[src/rtl/approx_pkg.sv]
// Shared definitions for the approximate-adder error monitor: default sizes,
// FSM state encoding and the absolute-difference helper.
package approx_pkg;

  localparam int DEF_WIDTH = 16;
  localparam int DEF_ACC_W = 48;
  localparam int DEF_CNT_W = 32;
  localparam int ABS_W     = 64;

  typedef enum logic [1:0] {
    IDLE  = 2'd0,
    RUN   = 2'd1,
    DRAIN = 2'd2,
    DONE  = 2'd3
  } mon_state_t;

  // Operands are zero-extended by the caller; one extra sign bit lets the
  // approximate result exceed the exact one without wrapping.
  function automatic logic [ABS_W-1:0] abs_diff(input logic [ABS_W-1:0] exact,
                                                input logic [ABS_W-1:0] approx);
    logic signed [ABS_W:0] d;
    d = $signed({1'b0, exact}) - $signed({1'b0, approx});
    return d[ABS_W] ? ABS_W'(-d) : d[ABS_W-1:0];
  endfunction

endpackage

[src/rtl/err_metric_acc.sv]
// Stage 2 of the monitor: saturating error-sum, running maximum and the
// error/sample counters, cleared at the start of every run.
module err_metric_acc
  import approx_pkg::*;
#(
  parameter int WIDTH = DEF_WIDTH,
  parameter int ACC_W = DEF_ACC_W,
  parameter int CNT_W = DEF_CNT_W
) (
  input  logic             clk,
  input  logic             rst,
  input  logic             clear,
  input  logic             valid,
  input  logic [WIDTH:0]   diff,
  input  logic             nz,
  output logic [ACC_W-1:0] sum_abs_err,
  output logic [WIDTH:0]   max_abs_err,
  output logic [CNT_W-1:0] err_count,
  output logic [CNT_W-1:0] sample_count
);

  logic [ACC_W:0] sum_wide;

  assign sum_wide = {1'b0, sum_abs_err} + (ACC_W+1)'(diff);

  always_ff @(posedge clk) begin
    if (rst || clear) begin
      sum_abs_err  <= '0;
      max_abs_err  <= '0;
      err_count    <= '0;
      sample_count <= '0;
    end else if (valid) begin
      // A carry out of the accumulator pins it at all-ones rather than wrapping.
      sum_abs_err  <= sum_wide[ACC_W] ? '1 : sum_wide[ACC_W-1:0];
      if (diff > max_abs_err) max_abs_err <= diff;
      err_count    <= err_count + CNT_W'(nz);
      sample_count <= sample_count + CNT_W'(1);
    end
  end

endmodule

[src/rtl/approx_err_monitor.sv]
// Measures MAE/WCE/ER of an approximate adder: run-control FSM, valid/ready
// intake and stage 1 (exact sum and |exact - approx|) feeding err_metric_acc.
module approx_err_monitor
  import approx_pkg::*;
#(
  parameter int WIDTH = DEF_WIDTH,
  parameter int ACC_W = DEF_ACC_W,
  parameter int CNT_W = DEF_CNT_W
) (
  input  logic             clk,
  input  logic             rst,
  input  logic             start,
  input  logic [CNT_W-1:0] sample_limit,
  input  logic             in_valid,
  output logic             in_ready,
  input  logic [WIDTH-1:0] in_a,
  input  logic [WIDTH-1:0] in_b,
  input  logic [WIDTH:0]   in_approx,
  output logic             busy,
  output logic             done,
  output logic [ACC_W-1:0] sum_abs_err,
  output logic [WIDTH:0]   max_abs_err,
  output logic [CNT_W-1:0] err_count,
  output logic [CNT_W-1:0] sample_count
);

  mon_state_t       state, state_nx;
  logic [CNT_W-1:0] limit_q, accept_cnt, accept_nx;
  logic             xfer, start_ok;
  logic [WIDTH:0]   exact, diff;
  logic             s1_valid, s1_nz, s2_valid;
  logic [WIDTH:0]   s1_diff;

  assign in_ready  = (state == RUN);
  assign busy      = (state == RUN) || (state == DRAIN);
  assign done      = (state == DONE);
  assign xfer      = in_valid && in_ready;
  assign start_ok  = start && ((state == IDLE) || (state == DONE));
  assign accept_nx = accept_cnt + CNT_W'(1);

  assign exact = {1'b0, in_a} + {1'b0, in_b};
  assign diff  = (WIDTH+1)'(abs_diff(ABS_W'(exact), ABS_W'(in_approx)));

  // NOTE: every default is assigned first so no path leaves state_nx unassigned
  // and no latch is inferred.
  always_comb begin
    state_nx = state;
    unique case (state)
      IDLE, DONE: if (start) state_nx = (sample_limit == '0) ? DRAIN : RUN;
      RUN:        if (xfer && (accept_nx == limit_q)) state_nx = DRAIN;
      DRAIN:      if (!s1_valid && !s2_valid) state_nx = DONE;
      default:    state_nx = IDLE;
    endcase
  end

  // NOTE: sequential state uses non-blocking assignments only, so every
  // register samples pre-edge values regardless of statement order.
  always_ff @(posedge clk) begin
    if (rst) begin
      state      <= IDLE;
      limit_q    <= '0;
      accept_cnt <= '0;
      s1_valid   <= 1'b0;
      s1_diff    <= '0;
      s1_nz      <= 1'b0;
      s2_valid   <= 1'b0;
    end else begin
      state    <= state_nx;
      s1_valid <= xfer;
      s2_valid <= s1_valid;
      if (start_ok) begin
        limit_q    <= sample_limit;
        accept_cnt <= '0;
      end else if (xfer) begin
        accept_cnt <= accept_nx;
      end
      if (xfer) begin
        s1_diff <= diff;
        s1_nz   <= (diff != '0);
      end
    end
  end

  err_metric_acc #(
    .WIDTH(WIDTH),
    .ACC_W(ACC_W),
    .CNT_W(CNT_W)
  ) u_acc (
    .clk         (clk),
    .rst         (rst),
    .clear       (start_ok),
    .valid       (s1_valid),
    .diff        (s1_diff),
    .nz          (s1_nz),
    .sum_abs_err (sum_abs_err),
    .max_abs_err (max_abs_err),
    .err_count   (err_count),
    .sample_count(sample_count)
  );

endmodule

[config.mk]
export PLATFORM = sky130hd
export DESIGN_NAME = approx_err_monitor
export DESIGN_NICKNAME = d
export VERILOG_FILES = /design/src/rtl/approx_pkg.sv /design/src/rtl/err_metric_acc.sv /design/src/rtl/approx_err_monitor.sv
export SDC_FILE = /design/constraint.sdc
export NUM_CORES = 1
export LEC_CHECK = 0
export CORE_UTILIZATION = 48
export CTS_BUF_LIST = sky130_fd_sc_hd__clkbuf_4 sky130_fd_sc_hd__clkbuf_8
export CTS_CLUSTER_SIZE = 30
export DETAILED_ROUTE_END_ITERATION = 8
export GPL_TIMING_DRIVEN = 0
export PLACE_DENSITY = 0.7
export SLEW_MARGIN = 15
export SYNTH_ARGS = -nofsm -noshare
export SYNTH_HDL_FRONTEND = slang
export SYNTH_HIERARCHICAL = 1
export SYNTH_SLANG_ARGS = --single-unit
[constraint.sdc]
create_clock -name clk -period 5.15 [get_ports clk]
set_input_delay 1.03 -clock clk [delete_from_list [all_inputs] [get_ports clk]]
set_output_delay 1.03 -clock clk [all_outputs]
set_load 0.03 [all_outputs]
==> flow_metrics.env <==
# flow metrics
export IMPL_status="complete, no violations"
export IMPL_crit_type="primary input to flip-flop"
export IMPL_synth_flops=215
export IMPL_post_cts_resized=0
export IMPL_endpoint="s1_nz"
export IMPL_worstHoldStart="limit_q[7]"
export IMPL_antenna_found_initial=0
export IMPL_maxCapViolCount=0
export IMPL_top_power_group="registers"
export IMPL_rsz0062_at_grt="false"
export IMPL_grt_max_degree=13
export IMPL_grt_busiest_layer="met2"
export IMPL_mux_area_frac=0.01682
export IMPL_ant_nets=0
export IMPL_clock_skew_final_ps=38.18
export IMPL_required_ps=5550
export IMPL_critPathLaunchType="primary input"
export IMPL_cp_slowest_cell="or4_1"
export IMPL_wl_per_cell_microns=15.84
export IMPL_comb_power_mw=1.71
export IMPL_synth_edff_count=0
export IMPL_fp_util=0.4941
export IMPL_grt_util_all_layers=0.2597
export IMPL_multi_input_comb_cells=1300
export IMPL_dpl_worst_slack_ps=-221.3
export IMPL_pwr_share_clk=0.317
export IMPL_root_buffer="clkbuf_8"
export IMPL_seq_share=0.2548
export IMPL_reg2reg_depth=10
export IMPL_grt_first_pass_wirelength_mm=61.42
export IMPL_grt_use_met2=0.4444
export IMPL_ir_worst_vdd_mv=0.1808
export IMPL_grt_ovfl_total=0
export IMPL_comb_power_share=0.326
export IMPL_first_global_vias=12460
export IMPL_final_util=0.6198
export IMPL_port_buffers=216
export IMPL_power_internal_mw=3.346
export IMPL_nonClockBufferCount=296
export IMPL_nets=2128
export IMPL_n_antenna_cell=0
export IMPL_inverters_excl_clock=113
export IMPL_setup_violations_final=0
export IMPL_ys_chip_area_sq_um=13470
export IMPL_worstReg2RegStart="accept_cnt[14]"
export IMPL_power_switching_share=0.3620
export IMPL_clkbuf_count=54
export IMPL_clock_latency_late_pin_ps=560
export IMPL_hold_path_depth=2
export IMPL_ys_cells=1708
export IMPL_path_cells="clkdlybuf4s50_1, inv_1, fa_1, inv_1, ha_1, clkbuf_1, nand4_1, or4_1, and4b_1, o211a_1, nor3_1, nor4_1, a221oi_1, and3_1, a31oi_1"
export IMPL_yosys_warnings=6
export IMPL_viasPerCell=5.606
export IMPL_fillerInstances=2532
export IMPL_cp_startpoint="in_a[7]"
export IMPL_adder_share=0.08196
export IMPL_cpPeakStageDelay_ps=640
export IMPL_p_sw_mw=1.899
export IMPL_largest_class="multi-input combinational cells"
export IMPL_regToRegEndpoint="state[0]"
export IMPL_crit_top_cell="inv_1"
export IMPL_syn_area_sq_um=13470
export IMPL_tightest_slew_ps=850.1
### Power grid

(3 px per micron) Pins as bars on the die edge.
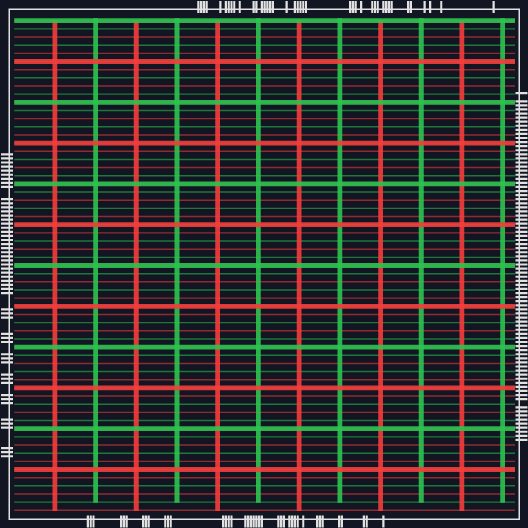
[red] VSS
[green] VDD
met4 straps: 12
rows: 60
signal pins: 217

### M4 wires

(2 px per micron)
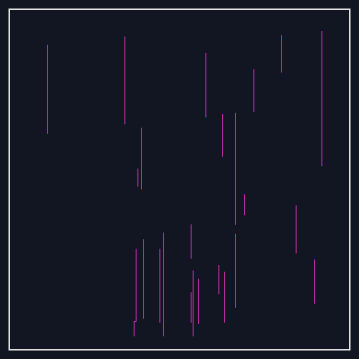
main direction: vertical
longest straight run: 67.3 microns
wire length on this layer: 734 microns
via total after detailed routing: 13.21k
final wirelength: 37.33 mm

### Clock distribution

(3 px per micron)
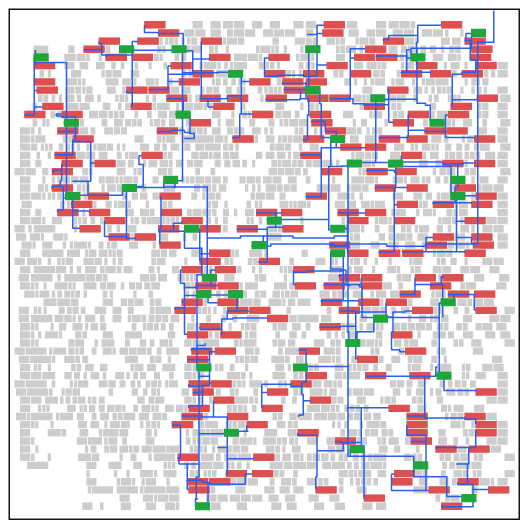
[red] flip-flops | count: 215
[green] clock drivers | count: 39
[blue] clock wires | length: 3050 microns
flops lie: spread over the die

### Cell area per tile

(1.5 px per micron) 17 x 17 tiles, from white (low) to dark blue (high), 0 to 100% covered.
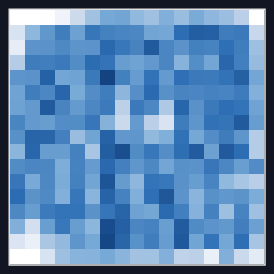
tiles over 75% full: 13%
fullest tile: 92%
nearly empty tiles: 2.1%

